==> src/rtl/alu_seq_pkg.sv <==
// ---------------------------------------------------------------------------
// alu_seq_pkg
// Shared definitions for the ALU command sequencer: ALU opcode values,
// sequencer FSM state encoding and the width of one buffered command entry.
// ---------------------------------------------------------------------------
package alu_seq_pkg;

    localparam int OP_W = 3;

    localparam logic [OP_W-1:0] OP_NOP = 3'b000;
    localparam logic [OP_W-1:0] OP_ADD = 3'b001;
    localparam logic [OP_W-1:0] OP_SUB = 3'b010;
    localparam logic [OP_W-1:0] OP_OR  = 3'b011;
    localparam logic [OP_W-1:0] OP_LT  = 3'b100;
    localparam logic [OP_W-1:0] OP_ADC = 3'b101;
    localparam logic [OP_W-1:0] OP_AND = 3'b110;
    localparam logic [OP_W-1:0] OP_ORW = 3'b111;

    typedef enum logic [1:0] {
        ST_IDLE  = 2'd0,
        ST_ISSUE = 2'd1,
        ST_WAIT  = 2'd2,
        ST_RESP  = 2'd3
    } seq_state_e;

    // One command entry is {opcode, x, y}.
    function automatic int cmd_entry_w(input int data_w);
        return OP_W + 2 * data_w;
    endfunction

    localparam int CMD_W_DEF = cmd_entry_w(16);

endpackage

==> src/rtl/alu_cmd_fifo.sv <==
// ---------------------------------------------------------------------------
// alu_cmd_fifo
// Synchronous FIFO holding queued ALU commands.
// Ports:
//   CLK, RST_N   clock, asynchronous active-low reset
//   push_i       write wdata_i (ignored when full)
//   wdata_i      entry to write
//   pop_i        drop the head entry (ignored when empty)
//   rdata_o      head entry (valid when !empty_o)
//   full_o       no free entry
//   empty_o      no stored entry
// Pointers carry one extra wrap bit, so they count modulo 2*DEPTH and
// full/empty are told apart by that MSB.
// ---------------------------------------------------------------------------
module alu_cmd_fifo #(
    parameter int DEPTH = 4,
    parameter int WIDTH = 35
) (
    input  logic             CLK,
    input  logic             RST_N,
    input  logic             push_i,
    input  logic [WIDTH-1:0] wdata_i,
    input  logic             pop_i,
    output logic [WIDTH-1:0] rdata_o,
    output logic             full_o,
    output logic             empty_o
);

    localparam int AW = $clog2(DEPTH);
    localparam logic [AW:0] PTR_ONE = {{AW{1'b0}}, 1'b1};

    logic [AW:0]      wr_ptr_q, rd_ptr_q;
    logic [WIDTH-1:0] mem_q [DEPTH];
    logic             do_push, do_pop;

    assign full_o  = (wr_ptr_q[AW] != rd_ptr_q[AW]) && (wr_ptr_q[AW-1:0] == rd_ptr_q[AW-1:0]);
    assign empty_o = (wr_ptr_q == rd_ptr_q);
    assign do_push = push_i && !full_o;
    assign do_pop  = pop_i && !empty_o;
    assign rdata_o = mem_q[rd_ptr_q[AW-1:0]];

    always_ff @(posedge CLK or negedge RST_N) begin
        if (!RST_N) begin
            wr_ptr_q <= '0;
            rd_ptr_q <= '0;
        end else begin
            if (do_push) wr_ptr_q <= wr_ptr_q + PTR_ONE;
            if (do_pop)  rd_ptr_q <= rd_ptr_q + PTR_ONE;
        end
    end

    always_ff @(posedge CLK) begin
        if (do_push) mem_q[wr_ptr_q[AW-1:0]] <= wdata_i;
    end

endmodule

==> src/rtl/alu_op_sequencer.sv <==
// ---------------------------------------------------------------------------
// alu_op_sequencer
// Command front-end for the 16-bit ALU. Queues {op,x,y} commands, issues one
// at a time (Enable pulse), waits ALU_LAT cycles, captures Results/CF and
// offers them on a valid/ready response port.
// Ports:
//   CLK, RST_N                      clock, asynchronous active-low reset
//   cmd_valid/cmd_ready             command handshake (cmd_ready = !full)
//   cmd_op/cmd_x/cmd_y              command fields
//   alu_en/alu_op/alu_x/alu_y       drive to ALU
//   alu_res/alu_cf                  ALU outputs
//   rsp_valid/rsp_ready             response handshake
//   rsp_data/rsp_cf                 captured Results/CF
//   busy                            FSM active or commands queued
//   ovf_cnt                         only with ALU_SEQ_OVF_CNT_EN: saturating
//                                   count of ADD/ADC responses with CF=1
// ---------------------------------------------------------------------------
// state    | meaning
// ST_IDLE  | nothing in flight; pop head of FIFO when present
// ST_ISSUE | alu_en high, wait counter loaded
// ST_WAIT  | counting down ALU latency; capture on terminal count
// ST_RESP  | response held until rsp_ready
// ---------------------------------------------------------------------------
module alu_op_sequencer
    import alu_seq_pkg::*;
#(
    parameter int DEPTH   = 4,
    parameter int DATA_W  = 16,
    parameter int ALU_LAT = 1
) (
    input  logic              CLK,
    input  logic              RST_N,
    input  logic              cmd_valid,
    output logic              cmd_ready,
    input  logic [2:0]        cmd_op,
    input  logic [DATA_W-1:0] cmd_x,
    input  logic [DATA_W-1:0] cmd_y,
    output logic              alu_en,
    output logic [2:0]        alu_op,
    output logic [DATA_W-1:0] alu_x,
    output logic [DATA_W-1:0] alu_y,
    input  logic [DATA_W-1:0] alu_res,
    input  logic              alu_cf,
    output logic              rsp_valid,
    input  logic              rsp_ready,
    output logic [DATA_W-1:0] rsp_data,
    output logic              rsp_cf,
    output logic              busy
`ifdef ALU_SEQ_OVF_CNT_EN
    ,
    output logic [7:0]        ovf_cnt
`endif
);

    localparam int CMD_W = cmd_entry_w(DATA_W);
    localparam int CNT_W = $clog2(ALU_LAT + 1);
    localparam logic [CNT_W-1:0] CNT_LAT = CNT_W'(ALU_LAT);
    localparam logic [CNT_W-1:0] CNT_ONE = CNT_W'(1);

    seq_state_e        state_q, state_d;
    logic [CNT_W-1:0]  cnt_q, cnt_d;
    logic [2:0]        alu_op_q;
    logic [DATA_W-1:0] alu_x_q, alu_y_q;
    logic [DATA_W-1:0] rsp_data_q;
    logic              rsp_cf_q;
    logic              pop, capture;
    logic              fifo_full, fifo_empty;
    logic [CMD_W-1:0]  fifo_rdata;

    alu_cmd_fifo #(
        .DEPTH (DEPTH),
        .WIDTH (CMD_W)
    ) u_fifo (
        .CLK     (CLK),
        .RST_N   (RST_N),
        .push_i  (cmd_valid),
        .wdata_i ({cmd_op, cmd_x, cmd_y}),
        .pop_i   (pop),
        .rdata_o (fifo_rdata),
        .full_o  (fifo_full),
        .empty_o (fifo_empty)
    );

    always_comb begin
        state_d = state_q;
        cnt_d   = cnt_q;
        pop     = 1'b0;
        capture = 1'b0;
        case (state_q)
            ST_IDLE: begin
                if (!fifo_empty) begin
                    pop     = 1'b1;
                    state_d = ST_ISSUE;
                end
            end
            ST_ISSUE: begin
                cnt_d   = CNT_LAT;
                state_d = ST_WAIT;
            end
            ST_WAIT: begin
                if (cnt_q == CNT_ONE) begin
                    capture = 1'b1;
                    state_d = ST_RESP;
                end else begin
                    cnt_d = cnt_q - CNT_ONE;
                end
            end
            ST_RESP: begin
                // Handshake edge may pop the next command directly, skipping IDLE.
                if (rsp_ready) begin
                    if (!fifo_empty) begin
                        pop     = 1'b1;
                        state_d = ST_ISSUE;
                    end else begin
                        state_d = ST_IDLE;
                    end
                end
            end
            default: state_d = ST_IDLE;
        endcase
    end

    always_ff @(posedge CLK or negedge RST_N) begin
        if (!RST_N) begin
            state_q    <= ST_IDLE;
            cnt_q      <= '0;
            alu_op_q   <= '0;
            alu_x_q    <= '0;
            alu_y_q    <= '0;
            rsp_data_q <= '0;
            rsp_cf_q   <= 1'b0;
        end else begin
            state_q <= state_d;
            cnt_q   <= cnt_d;
            if (pop) begin
                alu_op_q <= fifo_rdata[CMD_W-1 -: 3];
                alu_x_q  <= fifo_rdata[2*DATA_W-1 -: DATA_W];
                alu_y_q  <= fifo_rdata[DATA_W-1:0];
            end
            if (capture) begin
                rsp_data_q <= alu_res;
                rsp_cf_q   <= alu_cf;
            end
        end
    end

`ifdef ALU_SEQ_OVF_CNT_EN
    logic [7:0] ovf_cnt_q;

    always_ff @(posedge CLK or negedge RST_N) begin
        if (!RST_N) begin
            ovf_cnt_q <= '0;
        end else if (capture && alu_cf && ((alu_op_q == OP_ADD) || (alu_op_q == OP_ADC))
                     && (ovf_cnt_q != 8'hFF)) begin
            ovf_cnt_q <= ovf_cnt_q + 8'd1;
        end
    end

    assign ovf_cnt = ovf_cnt_q;
`endif

    assign cmd_ready = !fifo_full;
    assign alu_en    = (state_q == ST_ISSUE);
    assign alu_op    = alu_op_q;
    assign alu_x     = alu_x_q;
    assign alu_y     = alu_y_q;
    assign rsp_valid = (state_q == ST_RESP);
    assign rsp_data  = rsp_data_q;
    assign rsp_cf    = rsp_cf_q;
    assign busy      = (state_q != ST_IDLE) || !fifo_empty;

endmodule

==> config.mk <==
export PLATFORM = sky130hd
export DESIGN_NAME = alu_op_sequencer
export DESIGN_NICKNAME = d
export VERILOG_FILES = /design/src/rtl/alu_seq_pkg.sv /design/src/rtl/alu_cmd_fifo.sv /design/src/rtl/alu_op_sequencer.sv
export SDC_FILE = /design/constraint.sdc
export NUM_CORES = 1
export LEC_CHECK = 0
export CORE_MARGIN = 2
export CORE_UTILIZATION = 46
export CTS_CLUSTER_SIZE = 40
export DETAILED_ROUTE_END_ITERATION = 6
export PLACE_DENSITY = 0.76
export SLEW_MARGIN = 5
export SYNTH_ARGS = -nofsm -noshare
export SYNTH_HDL_FRONTEND = slang
export SYNTH_SLANG_ARGS = --single-unit
==> constraint.sdc <==
create_clock -name CLK -period 3.4 [get_ports CLK]
set_input_delay 0.51 -clock CLK [delete_from_list [all_inputs] [get_ports CLK]]
set_output_delay 0.51 -clock CLK [all_outputs]
set_load 0.005 [all_outputs]
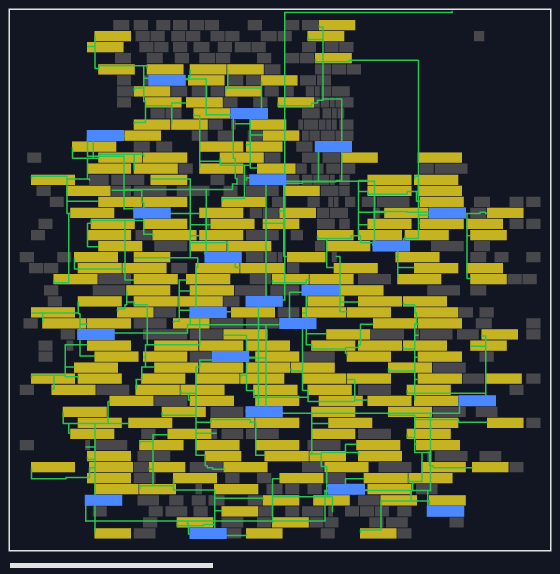
**Above:** run 1 (clock distribution).
Scale bar: 50 um.
- clock wires: green (length 2270 um)
- flip-flops: yellow (count 201)
- clock-net drivers: blue (count 21)
- flops lie: spread over the die

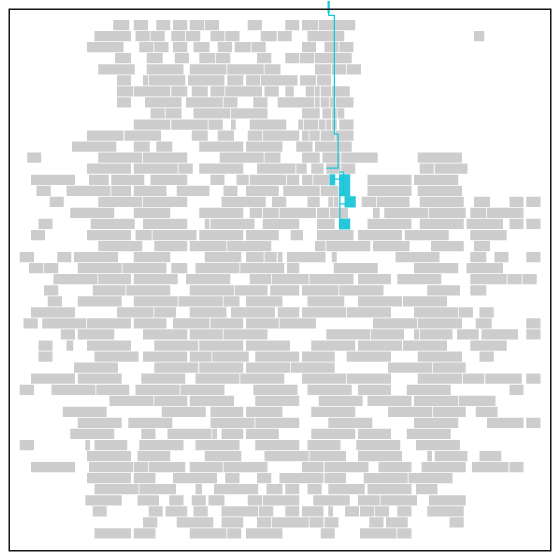
**Above:** run 1 (I/O nets highlighted).
- cmd_valid: cyan (direction input; end cells 5; buffers 1; wire 62.8 um)

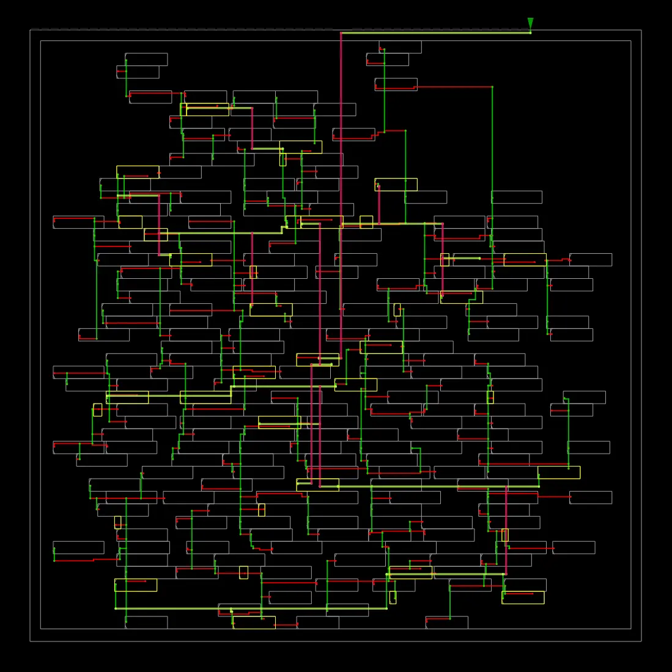
**Above:** run 1 (clock wiring as the flow saved it).
flop count: 201
clock sink total: 201
Late-Pin Clk Latency: 500 ps

==> changes_impl.md, run 1 <==
### Changed

- Reg2Reg Capture Point: u_fifo.mem_q[0][24]$_DFFE_PP_
- Critical Path Sink Type: primary output
- Multi-In Gates: between 100 and 150
- Clock Power: 0.00215 W
- Plain + repair buffers: ~110
- # H-tree levels: 1
- Net Switching: ~0.0025 W
- Post-DRT Antenna Nets: 0
- Clock buffer count from CTS: 21
- Port Buffers: around 110
- R2R depth: 3
- Invs w/o clock: 7
- Fin. max-slew vios: 0
- Post-Syn Area: between 0.007 and 0.008 mm2
- CP Capture Point: cmd_ready
- Final Skew: approximately 19 ps
- YS warnings: 0
- Vias per inst: between 5 and 6
- Routed vias: 3662
- Register area share after synthesis: about three quarters
- Share of layout cells above drive strength 1: a little over a quarter
- Largest net degree at the start of global routing: around 62
- Startpoint Class: flop
- Storage cell area: about 0.0057 mm2
- P_leak: 3.47 nW
- Final Non-Filler Cells: between 700 and 800
- Pint: 0.00657 W
- Yosys cell types: 25
- Clk buf depth: 3
- # fillers: 1165
- Crit path time final: ~2700 ps
- Setup TNS Final: 0 ps
- Top delay family on crit path: buffers and inverters
- Max Cap Viol: 0
- Mapped Cells: between 300 and 400
- Placed instance area: about 0.009 mm2
- RR Startpoint: u_fifo.wr_ptr_q[0]$_DFFE_PN0P_
- Worst Setup SP: u_fifo.rd_ptr_q[2]$_DFFE_PN0P_
- Post-CTS Setup Inserts: 0
- Die Ht: about 130 um
- GR Util All Layers: 16.3%
- Logic share of the area: between 10% and 20%
- Initial DRC count: around 260
- Max VDD drop: 0.502 mV
- Clock buf count: 29
- Chip area in the Yosys report: 0.00764 mm2
- Die width: between 100 and 150 um
- Cycle use final: between 70% and 80%
- Outcome: finished clean
- Path type of the worst min-delay path: input pin to asynchronous set/reset pin
- Per-cell routed wire length: 19.5 um
- Worst setup margin: ~730 ps
- Fmax: between 300 and 400 MHz
- Data required, critical path: 2890 ps
- Logic pwr share: approximately a third
- Fin nets: between 500 and 600
- N_taps: 220
- Worst-margin pin slew: between 900 and 1000 ps
- Post-layout util: about three fifths
- Routed WL: between 10000 and 15000 um
- Place WS: 993 ps
- First-pass GRT wire length: ~22000 um
- Top non-seq family: multiplexers
- Total sequential power: approximately 0.0038 W
[run 1: routing by layer]
layer / vias up / global-route usage [%] / wire length (um)
li1: 1631 / - / -
met1: 1910 / 21.6 / 5930
met2: 94 / 27.5 / 6970
met3: 27 / 2.95 / 659
met4: 0 / 5.08 / 245
met5: - / 0 / 0
[run 1: registers in the layout, indices dropped and copies added (netlist names)]
| register | cells |
|---|---|
| u_fifo.wr_ptr_q | 3 |
| rsp_cf | 1 |
| u_fifo.mem_q | 140 |
| u_fifo.rd_ptr_q | 3 |
| alu_x | 16 |
| alu_y | 16 |
| alu_op | 3 |
| state_q | 2 |
| rsp_data | 16 |
| cnt_q | 1 |
[run 1: cells in the final DEF, fill, tap and decap left out, drive strengths merged]
cell type and instances:
a21o 2, a21oi 1, a221o 1, and3 4
buf 4, bufinv 1, clkbuf 29, clkdlybuf4s50 110
clkinv 6, clkinvlp 1, dfrtp 61, edfxtp 140
ha 10, inv 8, mux2 54, mux2i 1
mux4 35, nand2 4, nor3 2, o22ai 2
o311a 1, or2 1, or3 1, or3b 1
xnor2 2, xor2 5
[run 1: synth_stat cells]
cell type	instances	share of area [%]
ha_1	10	1.6
inv_1	7	0.34
mux2_2	33	4.9
or2_2	1	0.082
buf_2	4	0.26
a21oi_1	1	0.065
mux2i_1	1	0.13
xnor2_1	2	0.23
nand2_1	4	0.20
or3_1	1	0.082
mux4_2	35	10
buf_6	5	0.74
a21o_1	2	0.20
nor3_1	2	0.13
xor2_1	5	0.57
clkbuf_1	5	0.25
o311a_1	1	0.13
dfrtp_1	61	20
mux2_4	20	3.9
mux2_1	1	0.15
or3b_1	1	0.11
o22ai_1	2	0.16
edfxtp_1	140	55
a221o_1	1	0.13
and3_1	4	0.33
**Run 1: logic cells by family**

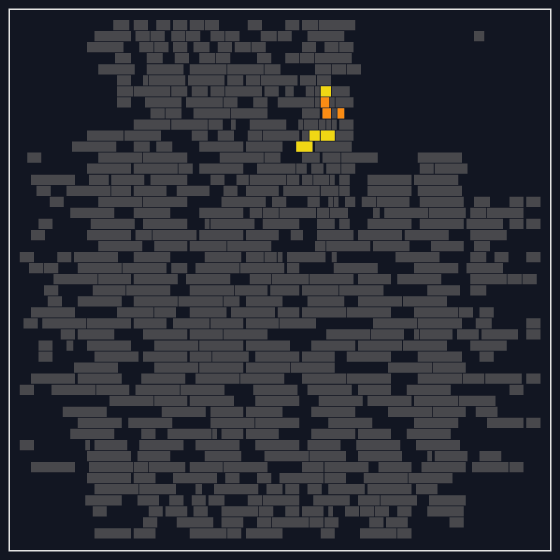

==> run 2: changes to the inputs <==
==> constraint.sdc (replaced) <==
create_clock -name CLK -period 2.6 [get_ports CLK]
set_input_delay 0.39 -clock CLK [delete_from_list [all_inputs] [get_ports CLK]]
set_output_delay 0.39 -clock CLK [all_outputs]
set_load 0.005 [all_outputs]
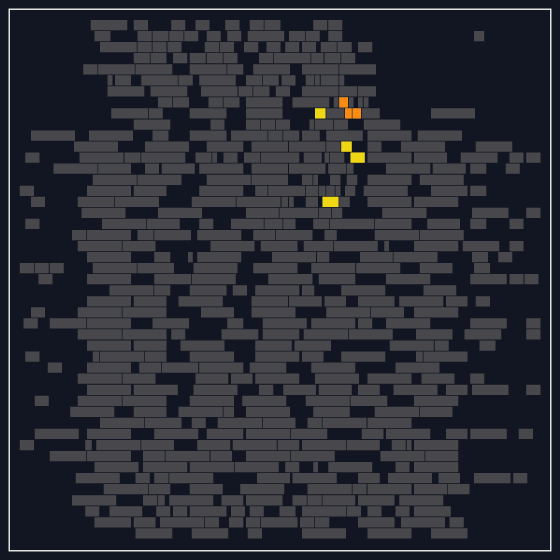
**Above:** run 2 (logic cells by family).
- aoi and oai cells: orange (cells 3; most used o22ai_1)
- non-inverting ao/oa cells: yellow (cells 4; most used a21o_1; where top center)

==> run 2 against run 1 <==
Against the previous run:
- register-to-register slack worse by 790 ps
- sequential cell count unchanged
- sequential share of layout area about the same
- critical endpoint unchanged
- largest cell class unchanged
- largest power group unchanged
- highest routed layer is now met5
==> changes_impl.md, run 2 <==
### Changed

- Outcome: finished clean
- Top cells by area: edfxtp_1 55%, dfrtp_1 20%, mux4_2 10%
- Data required, critical path: 2210 ps (-680 ps)
- Design Area, Final: a little under 0.01 mm2
- Post-synth top area cell: edfxtp_1
- Yosys cell count: between 300 and 400
- Fmax: between 300 and 400 MHz
- Vias in the first global route: approximately 4000
- FP Rows: approximately 47
- Clock buffer count from CTS: 20 (-4.8%)
- Clock Pin Slew Worst Setup and Hold Paths: about 60 ps
- Placed Cells incl. Taps: around 670
- Per-cell routed wire length: 19.5 um (-0.17%)
- GR Util All Layers: 16.1% (-0.19 points)
- Fin. max-slew vios: 0 (unchanged)
- Largest register FFs: 140 (unchanged)
- Die area: between 0.015 and 0.02 mm2
- Drt first pass iters: 4
- HPWL after DPL: roughly 8300 um
- Chip area in the Yosys report: 0.00764 mm2 (unchanged)
- Critical Path Sink Type: primary output
- Max Cap Viol: 0 (unchanged)
- First-pass GRT wire length: 21800 um (-0.47%)
- Routed vias: 3563 (-2.7%)
- Max VDD drop: 0.766 mV (+52%)
- Post-CTS Setup Inserts: 0 (unchanged)
- Met1 usage: 19.9% (-1.7 points)
- Crit path DAT: roughly 2100 ps
- Clk buf depth: 3 (unchanged)
- Startpoint Class: flop
- Nets at Floorplan: about 420
- Routed WL: 13700 um (-0.46%)
- Post-synth ARST share: 30.3% (unchanged)
- CTS root buf: clkbuf_16
- Placed instance area: 0.00898 mm2 (unchanged)
- Clock sink total: 201 (unchanged)
- Final Non-Filler Cells: 705 (-0.28%)
- Most frequent cell after synthesis: edfxtp_1
- #FFs+latches synth: about 200
- Largest net degree at the start of global routing: 62 (unchanged)
- Top-area cell share: 55.0% (unchanged)
- CP Class: flop to primary output
- Die width: 133 um (unchanged)
- Late-Pin Clk Latency: 490 ps (about the same)
- Setup-failing EPs final: 0
- Final hold vios: 0
- Worst-margin pin slew: 962 ps (-31.3 ps)
- FP Core Util: around 47%
- Met2 global-route usage: 28.3% (+0.81 points)
- Mapped Cells: 349 (unchanged)
- Tot Pwr: roughly 0.012 W
- Count of library flops with an enable pin: 140 (unchanged)
- Met1 WL: 5480 um (-7.6%)
- Most common logic cells in the final layout: 140 x edfxtp_1, 110 x clkdlybuf4s50_1, 59 x dfrtp_1
- Path type of the worst min-delay path: input pin to asynchronous set/reset pin
- Fin nets: 537 (-0.19%)
- DR WL met2: 7320 um (+5.0%)
- Clock tree from TritonCTS: yes
- WHS: approximately 21 ps
- Vias per inst: 5.05 (-2.4%)
- Max-Slew Margin vs Limit: between 30% and 40%
- Largest fanout on the critical path: 6
- Top Metal Used: met5
- Initial DRC count: 312 (+22%)
- Worst setup margin: 94.8 ps (-634 ps)
- Yosys cell types: 25 (unchanged)
- Setup TNS Final: 0 ps (unchanged)
- Crit path time final: roughly 2500 ps
- Final Skew: 11.9 ps (-7.26 ps)
- Share of layout cells above drive strength 1: 26.8% (+0.32 points)
- YS warnings: 0 (unchanged)
- Synth top cells by count: 140 x edfxtp_1, 61 x dfrtp_1, 35 x mux4_2
- Logic area: 0.00180 mm2
- RSZ-0062 raised after global routing: no
- Met3 wire length: 654 um (-0.76%)
- Busiest grt layer: met2
- Cycle use final: a little over nine tenths
- GR Overflow Total: 0
- Place WS: 354 ps (-639 ps)
- Post-cts repair resize count: 0
- Post-layout util: 58.7% (about the same)
- Post-synth top flop: edfxtp_1
- # H-tree levels: 1 (unchanged)
- Antenna diode count: 0
- Antenna violations before repair: 1
- Core footprint: roughly 0.016 mm2
- Syn Area/Cell: 21.9 um2
- Post-Syn Area: 0.00764 mm2 (unchanged)
- Number of remaining DRC errors: 0
- Register area share after synthesis: 75.0% (unchanged)
- Hold-fix buffers, CTS: 0
- Most numerous logic cell after layout: edfxtp_1
- # fillers: 1174 (+0.77%)
- Met3 GRT Util: 3.37% (+0.42 points)
- PD cells: approximately 1200 mW/mm2
- Storage cell area: 0.00573 mm2 (unchanged)
- Die Ht: 133 um (unchanged)
- Final GP Congestion: 0.657
- P_leak: 3.47 nW (+0.13%)
- Post-DRT Antenna Nets: 0 (unchanged)
- Area growth syn-to-layout: 25.9%
- Tool Warnings: 33
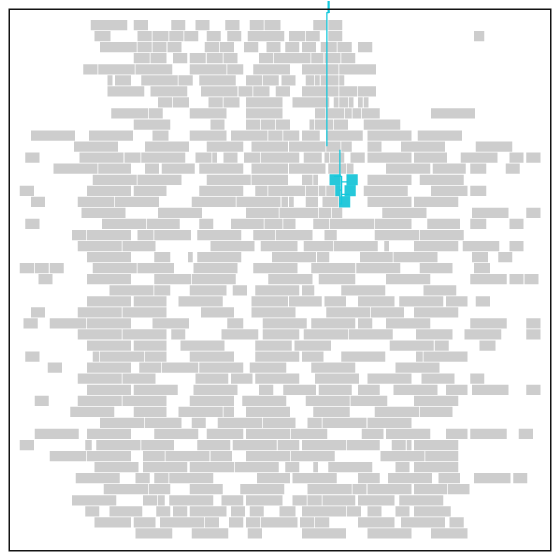
**Above:** run 2 (I/O nets highlighted).
Port Buffers: 111
# IOs: 112

-- run 2: worst paths after layout --
| path | from | cells after the start | end | slack, ps |
|---|---|---|---|---|
| max | u_fifo.rd_ptr_q[2]$_DFFE_PN0P_ | 3 | cmd_ready | 90 |
| min | RST_N | 1 | alu_op[0]$_DFFE_PN0P_ | 20 |
| max reg2reg | u_fifo.wr_ptr_q[0]$_DFFE_PN0P_ | 3 | u_fifo.mem_q[3][15]$_DFFE_PP_ | 370 |
| min reg2reg | rsp_data[10]$_DFFE_PN0P_ | 1 | rsp_data[10]$_DFFE_PN0P_ | 500 |
| max in group asynchronous | RST_N | 1 | u_fifo.rd_ptr_q[1]$_DFFE_PN0P_ | 1990 |
| min in group CLK | rsp_data[10]$_DFFE_PN0P_ | 1 | rsp_data[10]$_DFFE_PN0P_ | 500 |
-- run 2: cell type report --
type	count	share of cell area (%)
clock inverter	13	1.21
timing repair buffer	114	11.9
inverter	7	0.273
clock buffer	23	5.54
multi-input combinational	127	18.7
tap	220	2.86
sequential	201	59.6
-- run 2: cell families after synthesis --
logic type,synth area share [%]
AND-OR/OR-AND,0.687
multiplexers,19.4
buffers and inverters,1.59
XOR/XNOR,0.802
adder cells (fa/ha/maj),1.64
AND/OR/NAND/NOR,0.933
flip-flops,75.0
-- run 2: worst max-delay path: stages (launching register included) --
cell	delay, ps
dfrtp_1	410
xor2_1	270
or3b_1	460
clkdlybuf4s50_1	500
-- run 2: report_power, final --
| group | leakage, nW | internal [W] | switching [W] | total [W] |
|---|---|---|---|---|
| registers | 1.99 | 0.00452 | 0.000421 | 0.00494 |
| clock network | 0.320 | 0.00167 | 0.00115 | 0.00282 |
| logic | 1.16 | 0.00242 | 0.00166 | 0.00408 |
**Run 2: clock wiring as the flow saved it**

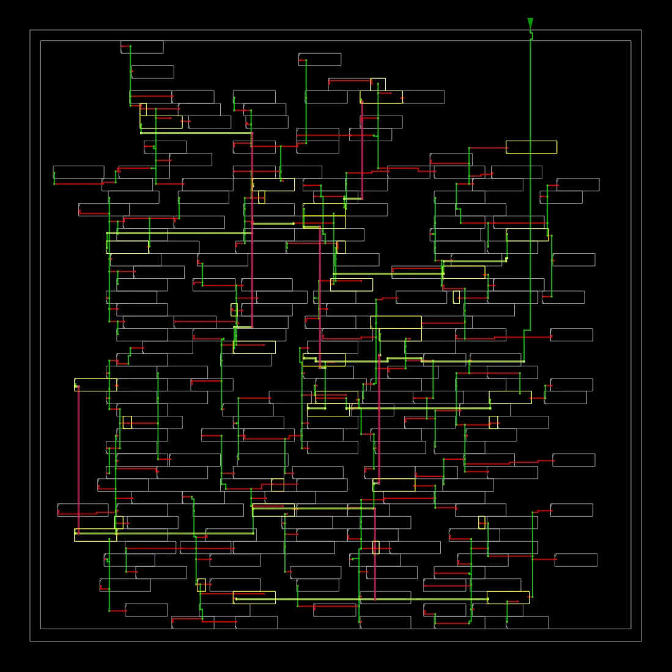

==> run 3: changes to the inputs <==
==> constraint.sdc (replaced) <==
create_clock -name CLK -period 2.6 [get_ports CLK]
set_input_delay 0.39 -clock CLK [delete_from_list [all_inputs] [get_ports CLK]]
set_output_delay 0.39 -clock CLK [all_outputs]
set_load 0.01 [all_outputs]
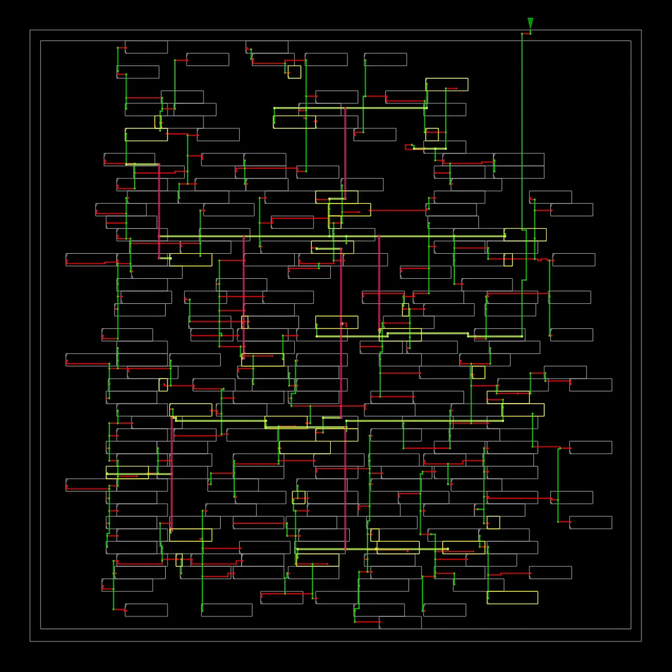
**Above:** run 3 (clock wiring as the flow saved it).
Clock Power: 0.00283 W
clock buf count: 22
clock buffer count from CTS: 20
Late-Pin Clk Latency: 480 ps

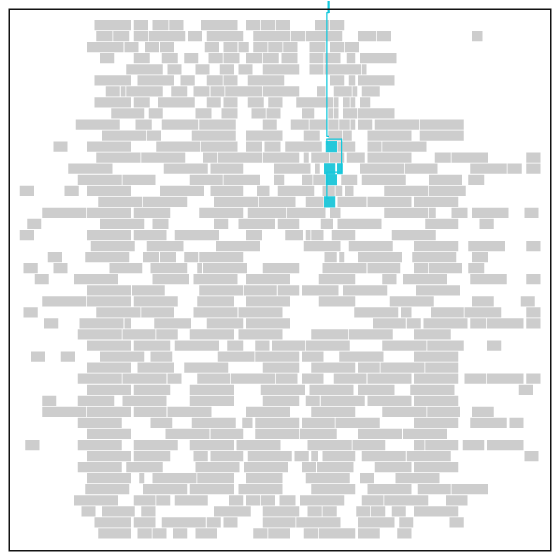
**Above:** run 3 (I/O nets highlighted).

==> run 3 against run 2 <==
Against the previous run:
- final cell count unchanged
- critical path depth unchanged
- utilization up 0.11 points
- combinational power up 4%
- count of clock-buffer cells in the layout down 1
- sequential cell count unchanged
- synthesized cell count unchanged
- critical path type unchanged
==> changes_impl.md, run 3 <==
### Changed

- Post-synth top flop: edfxtp_1
- Design Area, Final: 0.00964 mm2 (+0.20%)
- Total sequential power: 0.00494 W (about the same)
- Initial DRC count: 266 (-15%)
- Adders+Majority by Area: 1.64% (unchanged)
- Port Buffers: 111 (unchanged)
- Die width: 133 um (unchanged)
- Ao+oa area frac: 0.688% (unchanged)
- Crit path time final: 2490 ps (-13.8 ps)
- Max VDD drop: 0.687 mV (-10%)
- Largest Pwr Group: sequential cells
- Met2 global-route usage: 28.2% (-0.12 points)
- Met1 usage: 20.3% (+0.43 points)
- Max-Slew Margin vs Limit: 35.8% (-0.062 points)
- Clk buf depth: 3 (unchanged)
- P_leak: 3.46 nW (-0.38%)
- Tot Pwr: 0.0120 W (+1.6%)
- Chip area in the Yosys report: 0.00764 mm2 (unchanged)
- Largest fanout on the critical path: 6 (unchanged)
- Fin. max-slew vios: 0 (unchanged)
- Post-layout util: 58.8% (+0.11 points)
- Met1 WL: 5520 um (+0.77%)
- Nets at Floorplan: 415 (unchanged)
- Setup TNS Final: 0 ps (unchanged)
- Post-synth ARST share: 30.3% (unchanged)
- Top cells by area: edfxtp_1 55%, dfrtp_1 20%, mux4_2 10%
- GR Overflow Total: 0 (unchanged)
- Net Switching: 0.00341 W (+5.7%)
- Synth top cells by count: 140 x edfxtp_1, 61 x dfrtp_1, 35 x mux4_2
- Final hold vios: 0 (unchanged)
- Final Non-Filler Cells: 705 (unchanged)
- HPWL after DPL: 8100 um (-2.0%)
- Cycle use final: 95.8% (-0.53 points)
- Yosys cell count: 349 (unchanged)
- Routed vias: 3617 (+1.5%)
- Sequential power share: 41.1% (-0.6 points)
- First-pass GRT wire length: 21800 um (-0.12%)
- Met3 GRT Util: 2.68% (-0.69 points)
- Post-Syn Area: 0.00764 mm2 (unchanged)
- Top-area cell share: 55.0% (unchanged)
- CP Class: flop to primary output
- Mapped Cells: 349 (unchanged)
- Pint: 0.00862 W (+0.12%)
- Per-cell routed wire length: 19.5 um (about the same)
- Outcome: finished clean
- Most numerous logic cell after layout: edfxtp_1
- XOR/XNOR Area Share: 0.802% (unchanged)
- Data required, critical path: 2210 ps (about the same)
- Clock sink total: 201 (unchanged)
- Busiest grt layer: met2
- Top non-seq family: multiplexers
- Tool Warnings: 33 (unchanged)
- Setup-failing EPs final: 0 (unchanged)
- Combinational power: 0.00425 W (+4%)
- Largest net degree at the start of global routing: 62 (unchanged)
- Final Skew: 12.3 ps (+0.400 ps)
- Clock tree from TritonCTS: yes
- Fmax: 401 MHz (+0.55%)
- Max Cap Viol: 0 (unchanged)
- Path type of the worst min-delay path: input pin to asynchronous set/reset pin
- Most common logic cells in the final layout: 140 x edfxtp_1, 110 x clkdlybuf4s50_1, 59 x dfrtp_1
- Syn Area/Cell: 21.9 um2 (unchanged)
- # H-tree levels: 1 (unchanged)
- DR WL met2: 7370 um (+0.59%)
- Place WS: 353 ps (-1.45 ps)
- Clock share of power: 23.6% (-0.2 points)
- Crit-path max cell delay: 530 ps (+30 ps)
- Post-synth top area cell: edfxtp_1
- CP cell instances: xor2_1 -> or3b_1 -> clkdlybuf4s50_1
- # IOs: 112 (unchanged)
- Worst-margin pin slew: 963 ps (+0.938 ps)
- GR Util All Layers: 16.0% (-0.086 points)
- FP Rows: 47 (unchanged)
- Crit path DAT: 2100 ps (-20 ps)
- Largest register FFs: 140 (unchanged)
-- run 3: cell count changes in the layout (fill, tap and decap cells not counted) --
cell	change
clkinvlp_4	+5
inv_6	-1
clkinv_1	-1
clkbuf_1	-1
xor2_1	-1
xor2_2	+1
clkinv_2	-2
-- run 3: path summary, 6_finish.rpt --
path | start | endpoint | slack (ps) | cells past startpoint
max reg2reg | u_fifo.wr_ptr_q[0]$_DFFE_PN0P_ | u_fifo.mem_q[1][10]$_DFFE_PP_ | 380 | 3
max in group asynchronous | RST_N | u_fifo.rd_ptr_q[1]$_DFFE_PN0P_ | 2000 | 1
max | u_fifo.wr_ptr_q[1]$_DFFE_PN0P_ | cmd_ready | 110 | 3
min in group CLK | rsp_data[9]$_DFFE_PN0P_ | rsp_data[9]$_DFFE_PN0P_ | 510 | 1
min reg2reg | rsp_data[9]$_DFFE_PN0P_ | rsp_data[9]$_DFFE_PN0P_ | 510 | 1
min | RST_N | state_q[1]$_DFFE_PN0P_ | 2 | 1
-- run 3: area by class of cell --
class | instances | area (um2)
Timing Repair Buffer | 114 | 1140
Clock buffer | 22 | 529
Clock inverter | 14 | 131
Sequential cell | 201 | 5730
Inverter | 7 | 26.3
Fill cell | 1162 | 6760
Tap cell | 220 | 275
Multi-Input combinational cell | 127 | 1810
-- run 3: timing repair --
action / 4_1_cts / 5_1_grt
setup endpoints to repair: 0 / 1
gates resized: 0 / 1
hold endpoints to repair: 0 / 0
setup buffers: 0 / 0
-- run 3: worst max-delay path, delay by kind of cell, from the launching register on --
kind | cells | cell delay (ps)
buffers and inverters | 1 | 530
DFF | 1 | 430
and+or+nand+nor | 1 | 460
xor gates and xnor gates | 1 | 190
No activity file was given, so power comes from the tool's default toggle rates.
